## src/rtl/data_mem_pkg.sv

```systemverilog
// Shared definitions for the data memory arbiter: dump FSM state encoding and
// default bus/memory dimensions.
package data_mem_pkg;

  localparam int NB_ADDR_DEF   = 32;
  localparam int NB_DATA_DEF   = 32;
  localparam int RAM_DEPTH_DEF = 32;
  localparam int NB_DEPTH_DEF  = 5;

  typedef enum logic [1:0] {
    IDLE      = 2'd0,
    DUMP_READ = 2'd1,
    DUMP_WAIT = 2'd2,
    DONE      = 2'd3
  } state_e;

endpackage

```

## src/rtl/data_memory_arbiter.sv

```systemverilog
// Shares data_memory between the MEM stage (pass-through) and the debug unit,
// which can stream the whole memory out over a valid/ready handshake.
module data_memory_arbiter
  import data_mem_pkg::*;
#(
  parameter int NB_ADDR   = NB_ADDR_DEF,
  parameter int NB_DATA   = NB_DATA_DEF,
  parameter int RAM_DEPTH = RAM_DEPTH_DEF,
  parameter int NB_DEPTH  = NB_DEPTH_DEF
) (
  input  logic                i_clock,
  input  logic                i_reset,
  input  logic                i_cpu_read_enable,
  input  logic                i_cpu_write_enable,
  input  logic [NB_ADDR-1:0]  i_cpu_address,
  input  logic [NB_DATA-1:0]  i_cpu_data,
  output logic [NB_DATA-1:0]  o_cpu_data,
  output logic                o_cpu_stall,
  input  logic                i_dbg_dump_start,
  input  logic                i_dbg_ready,
  output logic [NB_DATA-1:0]  o_dbg_data,
  output logic [NB_DEPTH-1:0] o_dbg_address,
  output logic                o_dbg_valid,
  output logic                o_dbg_done,
  output logic                o_dbg_busy,
  output logic                o_mem_write_enable,
  output logic                o_mem_read_enable,
  output logic [NB_ADDR-1:0]  o_mem_write_address,
  output logic [NB_ADDR-1:0]  o_mem_read_address,
  output logic [NB_DATA-1:0]  o_mem_data,
  input  logic [NB_DATA-1:0]  i_mem_data
);

  state_e              state_q, state_d;
  logic [NB_DEPTH-1:0] counter_q, counter_d;
  logic [NB_DATA-1:0]  dbg_data_q, dbg_data_d;
  logic [NB_DEPTH-1:0] dbg_addr_q, dbg_addr_d;
  logic                dbg_valid_q, dbg_valid_d;

  logic cpu_in_range_s;
  logic last_word_s;

  assign cpu_in_range_s = (i_cpu_address < NB_ADDR'(RAM_DEPTH));
  assign last_word_s    = (counter_q == NB_DEPTH'(RAM_DEPTH - 1));

  always_ff @(posedge i_clock) begin
    if (!i_reset) begin
      state_q     <= IDLE;
      counter_q   <= '0;
      dbg_data_q  <= '0;
      dbg_addr_q  <= '0;
      dbg_valid_q <= 1'b0;
    end else begin
      state_q     <= state_d;
      counter_q   <= counter_d;
      dbg_data_q  <= dbg_data_d;
      dbg_addr_q  <= dbg_addr_d;
      dbg_valid_q <= dbg_valid_d;
    end
  end

  always_comb begin
    state_d             = state_q;
    counter_d           = counter_q;
    dbg_data_d          = dbg_data_q;
    dbg_addr_d          = dbg_addr_q;
    dbg_valid_d         = dbg_valid_q;
    o_mem_write_enable  = 1'b0;
    o_mem_read_enable   = 1'b0;
    o_mem_write_address = i_cpu_address;
    o_mem_read_address  = i_cpu_address;
    o_mem_data          = i_cpu_data;
    o_cpu_data          = '0;
    o_cpu_stall         = i_cpu_read_enable | i_cpu_write_enable;
    o_dbg_done          = 1'b0;

    case (state_q)
      IDLE: begin
        // Out-of-range stores are dropped, out-of-range loads read as zero.
        o_mem_write_enable = i_cpu_write_enable & cpu_in_range_s;
        o_mem_read_enable  = i_cpu_read_enable;
        o_cpu_data         = (i_cpu_read_enable && cpu_in_range_s) ? i_mem_data : '0;
        o_cpu_stall        = 1'b0;
        if (i_dbg_dump_start) begin
          state_d   = DUMP_READ;
          counter_d = '0;
        end
      end
      DUMP_READ: begin
        o_mem_read_enable  = 1'b1;
        o_mem_read_address = NB_ADDR'(counter_q);
        dbg_data_d         = i_mem_data;
        dbg_addr_d         = counter_q;
        dbg_valid_d        = 1'b1;
        state_d            = DUMP_WAIT;
      end
      DUMP_WAIT: begin
        if (i_dbg_ready) begin
          dbg_valid_d = 1'b0;
          if (last_word_s) begin
            state_d = DONE;
          end else begin
            counter_d = counter_q + NB_DEPTH'(1);
            state_d   = DUMP_READ;
          end
        end
      end
      DONE: begin
        o_dbg_done = 1'b1;
        counter_d  = '0;
        state_d    = IDLE;
      end
      default: begin
        state_d = IDLE;
      end
    endcase
  end

  assign o_dbg_data    = dbg_data_q;
  assign o_dbg_address = dbg_addr_q;
  assign o_dbg_valid   = dbg_valid_q;
  assign o_dbg_busy    = (state_q != IDLE);

endmodule

```

## config.mk

```make
export PLATFORM = sky130hd
export DESIGN_NAME = data_memory_arbiter
export DESIGN_NICKNAME = d
export VERILOG_FILES = /design/src/rtl/data_mem_pkg.sv /design/src/rtl/data_memory_arbiter.sv
export SDC_FILE = /design/constraint.sdc
export NUM_CORES = 1
export LEC_CHECK = 0
export CELL_PAD_IN_SITES_DETAIL_PLACEMENT = 2
export CELL_PAD_IN_SITES_GLOBAL_PLACEMENT = 2
export CORE_MARGIN = 2
export CORE_UTILIZATION = 15
export DETAILED_ROUTE_END_ITERATION = 10
export PLACE_DENSITY = 0.83
export SLEW_MARGIN = 20
export SYNTH_ARGS = -nofsm -noshare
export SYNTH_HDL_FRONTEND = slang
export SYNTH_SLANG_ARGS = --single-unit
```

## constraint.sdc

```tcl
create_clock -name i_clock -period 1.9 [get_ports i_clock]
set_input_delay 0.475 -clock i_clock [delete_from_list [all_inputs] [get_ports i_clock]]
set_output_delay 0.475 -clock i_clock [all_outputs]
set_load 0.1 [all_outputs]
```

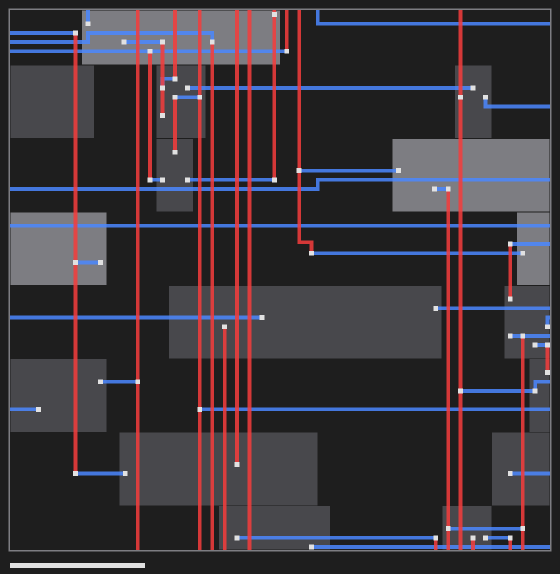
**Above:** zoomed window.
The bar under the picture is 5 microns long. Window x 99 to 119, y 99 to 119 microns. Cells in gray, sequential cells in the stronger gray; small squares are vias.
Key: M2 = red; M1 = blue
Most frequent: nand2_1 (3), a21oi_1 (3). Netlist names of flops here include o_dbg_data (2). Sequential cells in the window: 2. 12 logic cells have their middle in the window.

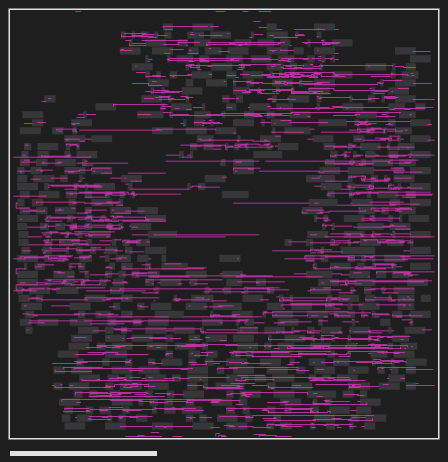
**Above:** M1 wires.
The bar under the picture is 50 microns long.
The layer carries 6790 microns of wire. The wires run mostly horizontal. 598 nets have wire on it.
number of vias after detailed routing: 3699
aggregate routed wire length: 19100 microns
met1 layer usage reported by global route: 18.1%

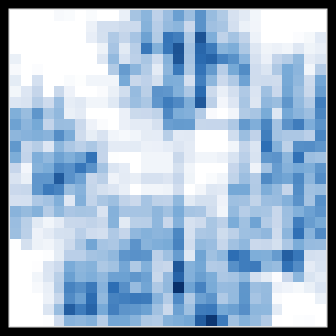
**Above:** wire density map.
The die is cut into 29 by 29 equal tiles; white is low, dark blue is high, scaled to the fullest tile. Values are wire area over tile area, all layers added.
The fullest tile reaches 0.45. The densest ninth of the die: south. The emptiest ninth of the die: north-west. 20% of the tiles are over half the peak. 15% of the tiles are nearly empty. The mean over all tiles is 0.14.
routed wirelength normalized by instance count: 21.2 microns
GRT Util Overall: 17.7%

==> run notes <==
Flow results.

- The script computed a power per unit cell area of 540 nW/um^2.
- Setup repair after global routing could not meet its margin everywhere.
- The total leakage power is 3.60 nW.
- The post-route fraction of the period consumed by the critical path is 122%.
- The total cell area reported by yosys after synthesis is 3020 sq um.
- For the worst setup path, the data required time is 1.42 ns.
- The floorplan net count is 509.
- The worst setup path is captured at an output port.
- The number of antenna violations at the first check in global routing is 1.
- The flow ran to the end, but the final reports show violations.
- The number of cells after detailed placement is 861.
- Per the detail_route report, DRC violations left total 0.
- The critical path in the final layout is reported with a setup slack of -0.422 ns.
- The cell type that accounts for the most area after synthesis is dfxtp_1.
- The antenna violation net count after detailed routing is 0.
- The clock latency on the worst-skew pair is 0.29 ns.
- The checks that failed: setup timing.
- The synthesis report lists the Yosys warning total as 0.
- Per Yosys stat, the portion of area used by sequential elements is 29.8%.
- The most critical setup path has its startpoint at i_cpu_address[10].
- For the worst setup path, the data arrival time is 1.85 ns.
- After detailed routing, the number of vias per cell comes to 4.11.
- The synthesized flop and latch total is 45.
- The iteration count of the initial detailed-routing pass is 4.
- Adding up every negative setup slack in the final design gives -17.91 ns.
- The maximum number of pins on one net before global-route repair is 33.
- The global-route wire length before repair is 28300 microns.
- Clock skew on the completed layout was measured at 0.00312 ns.
- The most instantiated flip-flop cell in the synthesis netlist is dfxtp_1.
- Synthesis handed over a netlist of 405 instances.
- The count of non-filler cells in the finished layout is 900.
- Looking at the worst setup and hold paths, the clock pins of their registers show a slew of 0.06 ns.
- The count of buffers added on input and output ports is 208.
- STA shows the worst min-delay path finishing at o_dbg_data[3]$_SDFFE_PN0P_.
- The top cell type by instance count after synthesis is nand2_1.
- Looking at the VDD voltage map, the peak drop is 0.292 mV.
- The global routing usage on met3 is 3.73%.
- The clock drives 45 sinks.
- STA reports the tightest min-delay check as being of type reg -> reg.
- Each instance of the synthesized netlist takes up on average 7.45 sq um.
- The number of distinct library cell variants in the gate-level netlist after synthesis is 29.
- By area the synthesized netlist is led by dfxtp_1 30%, buf_4 16%, nand2_1 15%, nor3_2 9.6%, a21oi_1 7.0%.
- The cell at the root of the clock tree is clkbuf_16.
- The number of buffers on the longest clock path is 2.
- Per the Yosys statistics, synthesis produced 405 cells.
- The share of flip-flops with an asynchronous set or reset is 0%.
- The height of the chip is 146 microns.
- The area of the core is 19600 sq um.
- Per the CTS log, the maximum H-tree level is 2.
- The top-level I/O count is 273.
- In the placement report, post-DP HPWL is listed as 13600 microns.
- Per the final layout report, the fraction of cells sized above drive strength 1 comes to 59.0%.
- The max-slew headroom at the worst pin is 73.9%.
- In this run the worst path has a maximum fanout of 8.
- The total of endpoints with negative setup slack in the final report is 65.
- STA lists the startpoint of the worst hold path as o_dbg_data[3]$_SDFFE_PN0P_.
- Hold timing on the final database bottoms out at a slack of 0.495 ns.
- The number of pins with negative max-slew slack in the final report is 0.
- The floorplan die area is 21300 sq um.
- Yosys reports that the most numerous cell types are 117 x nand2_1, 64 x buf_4, 45 x dfxtp_1.
- STA lists the startpoint of the worst register-to-register path as state_q[1]$_SDFFE_PN0P_.
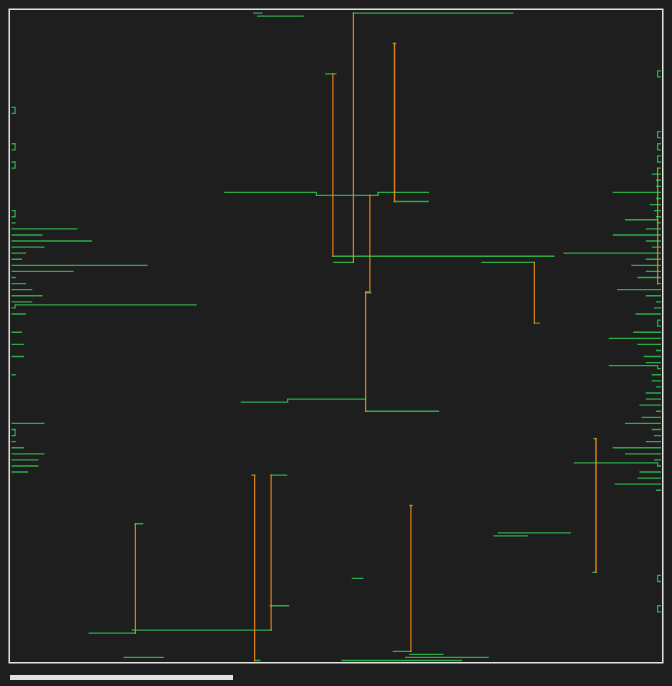
**Above:** signal wires by layer.
The bar under the picture is 50 microns long. Two of the layers only.
Key: M3 = green [wire length 833 microns]; M4 = orange [wire length 384 microns]

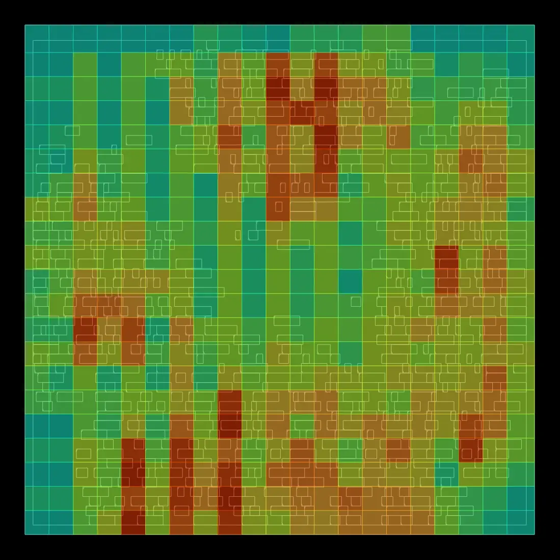
**Above:** routing congestion map.
GR met2 Demand/Resource: 36.1%
final core area utilization: 40.7%
highest-utilization routing layer at the global route stage: met2

[where the power goes]
group	switching (mW)	leakage (nW)	internal [mW]
registers	0.0453	0.367	0.986
logic	1.48	3.17	0.943
clock network	0.385	0.0655	0.471
[how the worst max path moves through the flow]
stage                          end  slack (ns)  cells after the start
global route        o_cpu_data[12]       -0.48                      7
finish              o_cpu_data[18]       -0.42                      7
global placement     o_cpu_data[7]       -0.84                      6
detailed placement  o_cpu_data[18]       -0.94                      6
CTS                 o_cpu_data[12]       -0.46                      7
floorplan           o_cpu_data[10]       -0.76                      4
[registers in the layout, summed over array words and instances, names as in the netlist]
name and cells:
counter_q 5, o_dbg_data 32, o_dbg_address 5, state_q 2, o_dbg_valid 1
[repair_timing]
action,in CTS,in global routing
gates cloned,10,2
setup buffers,16,9
pin swaps,66,30
hold buffers,0,0
setup endpoints to repair,68,68
hold endpoints to repair,0,0
gates resized,187,30
[layout by cell type (no fill, tap or decap), types with 2 or more instances in the layout]
cell type          n
a21oi_1           42
and2_4            27
buf_12           148
buf_16             9
buf_2             10
buf_4             79
buf_6             14
buf_8              5
clkbuf_16          7
clkdlybuf4s15_2    5
clkdlybuf4s50_1   40
dfxtp_1           43
dfxtp_2            2
ha_1               2
inv_1              4
mux2i_1            3
nand2_1          101
nand2_2            4
nand2_4           12
nand3_1            5
nand4_1            4
nand4b_1           2
nor2_1             2
nor2_2             3
nor2b_1            2
nor3_4            33
nor4_4             6
o211ai_1           3
[cells by family (layout without fill, tap and decap cells)]
logic type / Yosys count / in the layout / share of synthesized area (%)
AOI/OAI and AO/OA: 47 / 47 / 8.16
adders and majority gates: 2 / 2 / 0.829
buffers and inverters: 97 / 326 / 21.3
DFF: 45 / 45 / 29.8
muxes: 3 / 3 / 0.995
other: 0 / 1 / 0
and+or+nand+nor: 211 / 211 / 38.9
[per-stage QoR]
| step | area [sq um] | util, % |
|---|---|---|
| floorplan | 3340 | - |
| global placement | 7150 | 36.5 |
| detailed placement | 7150 | 36.5 |
| CTS | 7870 | 40.2 |
| global route | 7980 | 40.7 |
| finish | 7980 | 40.7 |
[critical path, cell delays in order]
cell,delay (ns)
buf_8,0.11
nor4_4,0.34
nand4_4,0.14
buf_12,0.17
buf_16,0.16
nor3_4,0.22
buf_12,0.21
[layout make-up]
type	instances	area [sq um]	share of cell area, %
antenna	1	2.50	0.0314
clock buffer	5	125	1.57
clock inverter	1	5.00	0.0627
inverter	5	18.8	0.235
multi-input combinational	263	1950	24.5
sequential	45	903	11.3
tap	265	332	4.16
timing repair buffer	315	4640	58.2
[layer usage]
metal  vias up  share of wire [%]  wire length, microns
met4         0                2.0                   383
met1      1829                 36                  6790
met5         -                  0                     0
met2       122                 58                 11100
met3        24                4.4                   832
li1       1724                  -                     -
Power figures rest on the tool's default switching activity, not on a simulated workload.
